--- src/rtl/instruction_fetch_pkg.sv ---
// Shared ISA definitions for the fetch stage: word geometry, halt encoding
// and the fetch control states.
package instruction_fetch_pkg;

  localparam int ISA_ADDR_W = 8;
  localparam int ISA_INSTR_W = 9;
  localparam int ISA_CNT_W = 16;
  localparam int OPC_MSB = 8;
  localparam int OPC_LSB = 5;
  localparam logic [ISA_INSTR_W-1:0] ISA_HALT_WORD = 9'b0111_00_010;

  typedef enum logic [1:0] {
    ST_IDLE   = 2'd0,
    ST_RUN    = 2'd1,
    ST_HALTED = 2'd2
  } fetch_state_t;

  function automatic logic [OPC_MSB-OPC_LSB:0] get_opcode(input logic [ISA_INSTR_W-1:0] word);
    return word[OPC_MSB:OPC_LSB];
  endfunction

endpackage

--- src/rtl/instruction_fetch.sv ---
// Fetch stage: owns the PC, drives the ROM address, latches the returned word
// into the IR and applies jump/branch redirects and halt detection.
module instruction_fetch
  import instruction_fetch_pkg::*;
#(
  parameter int ADDR_W = ISA_ADDR_W,
  parameter int INSTR_W = ISA_INSTR_W,
  parameter logic [INSTR_W-1:0] HALT_WORD = ISA_HALT_WORD,
  parameter int CNT_W = ISA_CNT_W
) (
  input  logic               clk,
  input  logic               reset,
  input  logic               start,
  input  logic               stall,
  output logic [ADDR_W-1:0]  rom_address,
  input  logic [INSTR_W-1:0] rom_instruction,
  input  logic               jump_en,
  input  logic [ADDR_W-1:0]  jump_target,
  input  logic               branch_en,
  input  logic [ADDR_W-1:0]  branch_offset,
  output logic [INSTR_W-1:0] ir,
  output logic [ADDR_W-1:0]  ir_pc,
  output logic               ir_valid,
  output logic [ADDR_W-1:0]  pc,
  output logic               halted,
  output logic [CNT_W-1:0]   instr_count
);

  fetch_state_t       r_state, w_state_next;
  logic [ADDR_W-1:0]  r_pc, w_pc_next;
  logic [INSTR_W-1:0] r_ir, w_ir_next;
  logic [ADDR_W-1:0]  r_ir_pc, w_ir_pc_next;
  logic               r_ir_valid, w_ir_valid_next;
  logic               r_halted, w_halted_next;
  logic [CNT_W-1:0]   r_count, w_count_next;

  logic w_active;
  logic w_is_halt;

  // Redirect target; the branch is relative to the branching instruction, not pc.
  function automatic logic [ADDR_W-1:0] redirect_pc(
    input logic              jmp,
    input logic [ADDR_W-1:0] tgt,
    input logic [ADDR_W-1:0] base,
    input logic [ADDR_W-1:0] ofs
  );
    return jmp ? tgt : ADDR_W'(base + ofs);
  endfunction

  assign w_active  = (r_state == ST_RUN) && !stall;
  assign w_is_halt = r_ir_valid && (r_ir == HALT_WORD);

  always_ff @(posedge clk or posedge reset) begin
    if (reset) begin
      r_state    <= ST_IDLE;
      r_pc       <= '0;
      r_ir       <= '0;
      r_ir_pc    <= '0;
      r_ir_valid <= 1'b0;
      r_halted   <= 1'b0;
      r_count    <= '0;
    end else begin
      r_state    <= w_state_next;
      r_pc       <= w_pc_next;
      r_ir       <= w_ir_next;
      r_ir_pc    <= w_ir_pc_next;
      r_ir_valid <= w_ir_valid_next;
      r_halted   <= w_halted_next;
      r_count    <= w_count_next;
    end
  end

  always_comb begin
    w_state_next    = r_state;
    w_pc_next       = r_pc;
    w_ir_next       = r_ir;
    w_ir_pc_next    = r_ir_pc;
    w_ir_valid_next = r_ir_valid;
    w_halted_next   = r_halted;
    w_count_next    = r_count;

    // Every unstalled RUN cycle holding a valid IR retires it, halt included.
    if (w_active && r_ir_valid && (r_count != {CNT_W{1'b1}})) begin
      w_count_next = r_count + 1'b1;
    end

    unique case (r_state)
      ST_IDLE, ST_HALTED: begin
        if (start) begin
          w_state_next    = ST_RUN;
          w_pc_next       = '0;
          w_ir_valid_next = 1'b0;
          w_halted_next   = 1'b0;
        end
      end
      ST_RUN: begin
        if (!stall) begin
          if (w_is_halt) begin
            w_state_next    = ST_HALTED;
            w_ir_valid_next = 1'b0;
            w_halted_next   = 1'b1;
          end else if (r_ir_valid && (jump_en || branch_en)) begin
            w_pc_next       = redirect_pc(jump_en, jump_target, r_ir_pc, branch_offset);
            w_ir_valid_next = 1'b0;
          end else begin
            w_ir_next       = rom_instruction;
            w_ir_pc_next    = r_pc;
            w_ir_valid_next = 1'b1;
            w_pc_next       = ADDR_W'(r_pc + 1'b1);
          end
        end
      end
      default: begin
        w_state_next = ST_IDLE;
      end
    endcase
  end

  assign rom_address = r_pc;
  assign pc          = r_pc;
  assign ir          = r_ir;
  assign ir_pc       = r_ir_pc;
  assign ir_valid    = r_ir_valid;
  assign halted      = r_halted;
  assign instr_count = r_count;

endmodule
--- config.mk ---
export PLATFORM = sky130hd
export DESIGN_NAME = instruction_fetch
export DESIGN_NICKNAME = d
export VERILOG_FILES = /design/src/rtl/instruction_fetch_pkg.sv /design/src/rtl/instruction_fetch.sv
export SDC_FILE = /design/constraint.sdc
export NUM_CORES = 1
export LEC_CHECK = 0
export CORE_AREA = 5 5 106 68
export CTS_BUF_LIST = sky130_fd_sc_hd__clkbuf_8
export DETAILED_ROUTE_END_ITERATION = 6
export DIE_AREA = 0 0 111 73
export HOLD_SLACK_MARGIN = 0.02
export PLACE_DENSITY = 0.77
export SLEW_MARGIN = 20
export SYNTH_ARGS = -nofsm -noshare
export SYNTH_HDL_FRONTEND = slang
export SYNTH_SLANG_ARGS = --single-unit
--- constraint.sdc ---
create_clock -name clk -period 2.1 [get_ports clk]
set_input_delay 0.315 -clock clk [delete_from_list [all_inputs] [get_ports clk]]
set_output_delay 0.315 -clock clk [all_outputs]
set_load 0.03 [all_outputs]
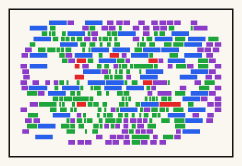
Fig. 1. Placement by cell class.
Scale: 2 px per um.
Red stands for clock drivers and dummy loads, cells 8, share of their area 3.3%. Blue stands for sequential cells, cells 45, share of their area 31%. Purple stands for remaining buffers and delay cells, cells 109, share of their area 29%. Green stands for combinational and other logic, cells 168, share of their area 37%.
fin area: 0.00380 mm2
Final Util: 0.603
Seq/total area: 0.296
row count: 23
core area: 0.00630 mm2

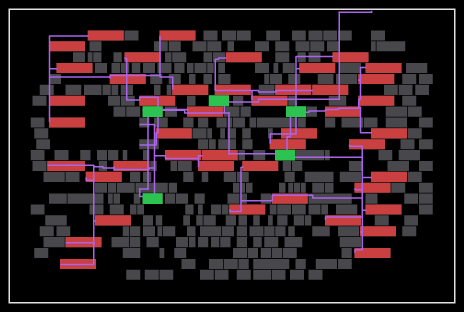
Fig. 2. Clock wires, drivers and flops.
Scale: 4 px per um.
Purple stands for clock wires, length 610 um. Red stands for flip-flops, count 45. Green stands for clock drivers, count 5.
There are 6 routed clock nets.
clk_lat worst skew: 300 ps
Clk. pwr: 697 uW
clock share of power: 0.127
Clock Skew: 2.86 ps

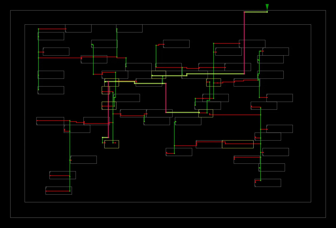
Fig. 3. Clock routing.
registers: 45
CTS Buf Count: 5
CTS Sinks: 45

==> results.cfg <==
; yosys + openroad results
[synth]
ys_sh_aoi = 0.113
yosysWarnings = 0
top_logic_kind = simple AND/OR/NAND/NOR gates
async_flop_share = 1.00
ff_type = dfrtp_1
postSynthCellCount = 228
yosysTopAreaCell = dfrtp_1
syn_avg_cell_area_um2 = 11.3
yosysTopAreaCellShare = 0.438
ys.flops = 45
ys_chip_area_mm2 = 0.00257
ys_seq_share = 0.438
ys_sh_simple = 0.167

[place]
post_dp_cell_area_mm2 = 0.00364
place.gp.congestion = 0.937

[cts]
path_clk_slew_ps = 90
tritoncts = yes
clockBufferDepth = 2
hold_buffers = 0
htree_levels = 2
clockRootBuffer = clkbuf_8

[layout]
lay_top_count = clkdlybuf4s50_1
nClkBuffers = 6
syn_to_final_growth_pct = 47.8
logic_gates = 166
inverters_excl_clock = 2
flop_area_mm2 = 0.00113
largest_class = logic gates
largest_reg_flops = 16
buffers = 109
lay_top_cells = 80 x clkdlybuf4s50_1, 44 x dfrtp_1, 25 x buf_4
drive_above_1_share = 0.215
finalNetCount = 370
comb_area_frac = 0.362

[power_and_ir_drop]
p_comb_frac = 0.584
p_leak_uw = 0.00167
p_switching_uw = 2340
p_seq_uw = 1590
cellPowerDensity_mw_per_mm2 = 1440
comb-power_uw = 3200
vdd_drop_max_mv = 0.915
switching_share = 0.426
p_seq_frac = 0.289

[drt]
ant_nets = 0
totalWireLength_um = 7000
wl_per_cell_um = 16.8
vias_per_cell = 5.06
dr.pass1.iters = 4
wl_met3_um = 407

[run]
warnings = 27

[timing]
fmax_mhz = 494
hold_slack_ps = 358
fin_crit_sh = 0.964
layout_min_cycle_time_ps = 2030
tightest_slew_ps = 381
rsz0062_at_grt = yes
setup_tns_ps = 0

[critical_path]
timing.rr.end = pc[6]
critPathMaxFanout = 4
crit_arrival_ps = 2220
critPathBufInv = 1
crit_required_ps = 2300
worstSetupPathType = input pin to flip-flop
path_delay_family = simple AND/OR/NAND/NOR gates
cp_slowest_cell = or3b_2
max_stage_delay_ps = 460
cp_num_cells = 7

[floorplan]
die-width_um = 111
initCoreUtil = 0.408
tapCellCount = 87

[global_route]
grtUsageTotal = 0.174
antenna_found_initial = 0
use_met2 = 0.255
busiest_layer = met1

[status]
outcome = finished clean
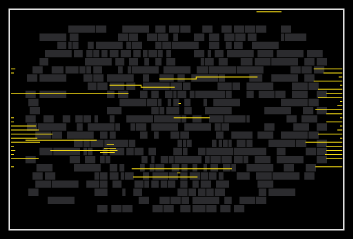
Fig. 4. Met3 routing.
Scale: 3 px per um.
The wires run mostly horizontal. 48 nets have wire on it. The longest straight run is 38.9 um. The layer holds 5.8% of the routed length. The layer carries 407 um of wire.

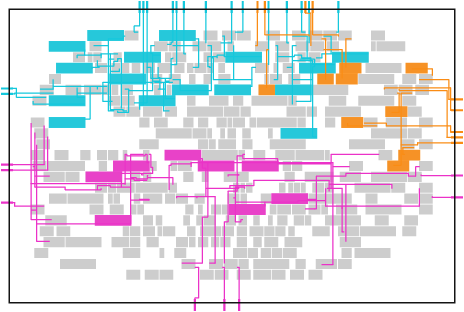
Fig. 5. Port wiring.
Scale: 4 px per um.
Magenta stands for pc, bits 8, direction output, end cells 8, buffers 8, wire 744 um. Cyan stands for instr_count, bits 16, direction output, end cells 16, buffers 16, wire 638 um. Orange stands for rom_instruction, bits 9, direction input, end cells 9, buffers 9, wire 239 um.
I/O pins: 82
PortBufs: 81

Power and IR drop assume default switching activity.
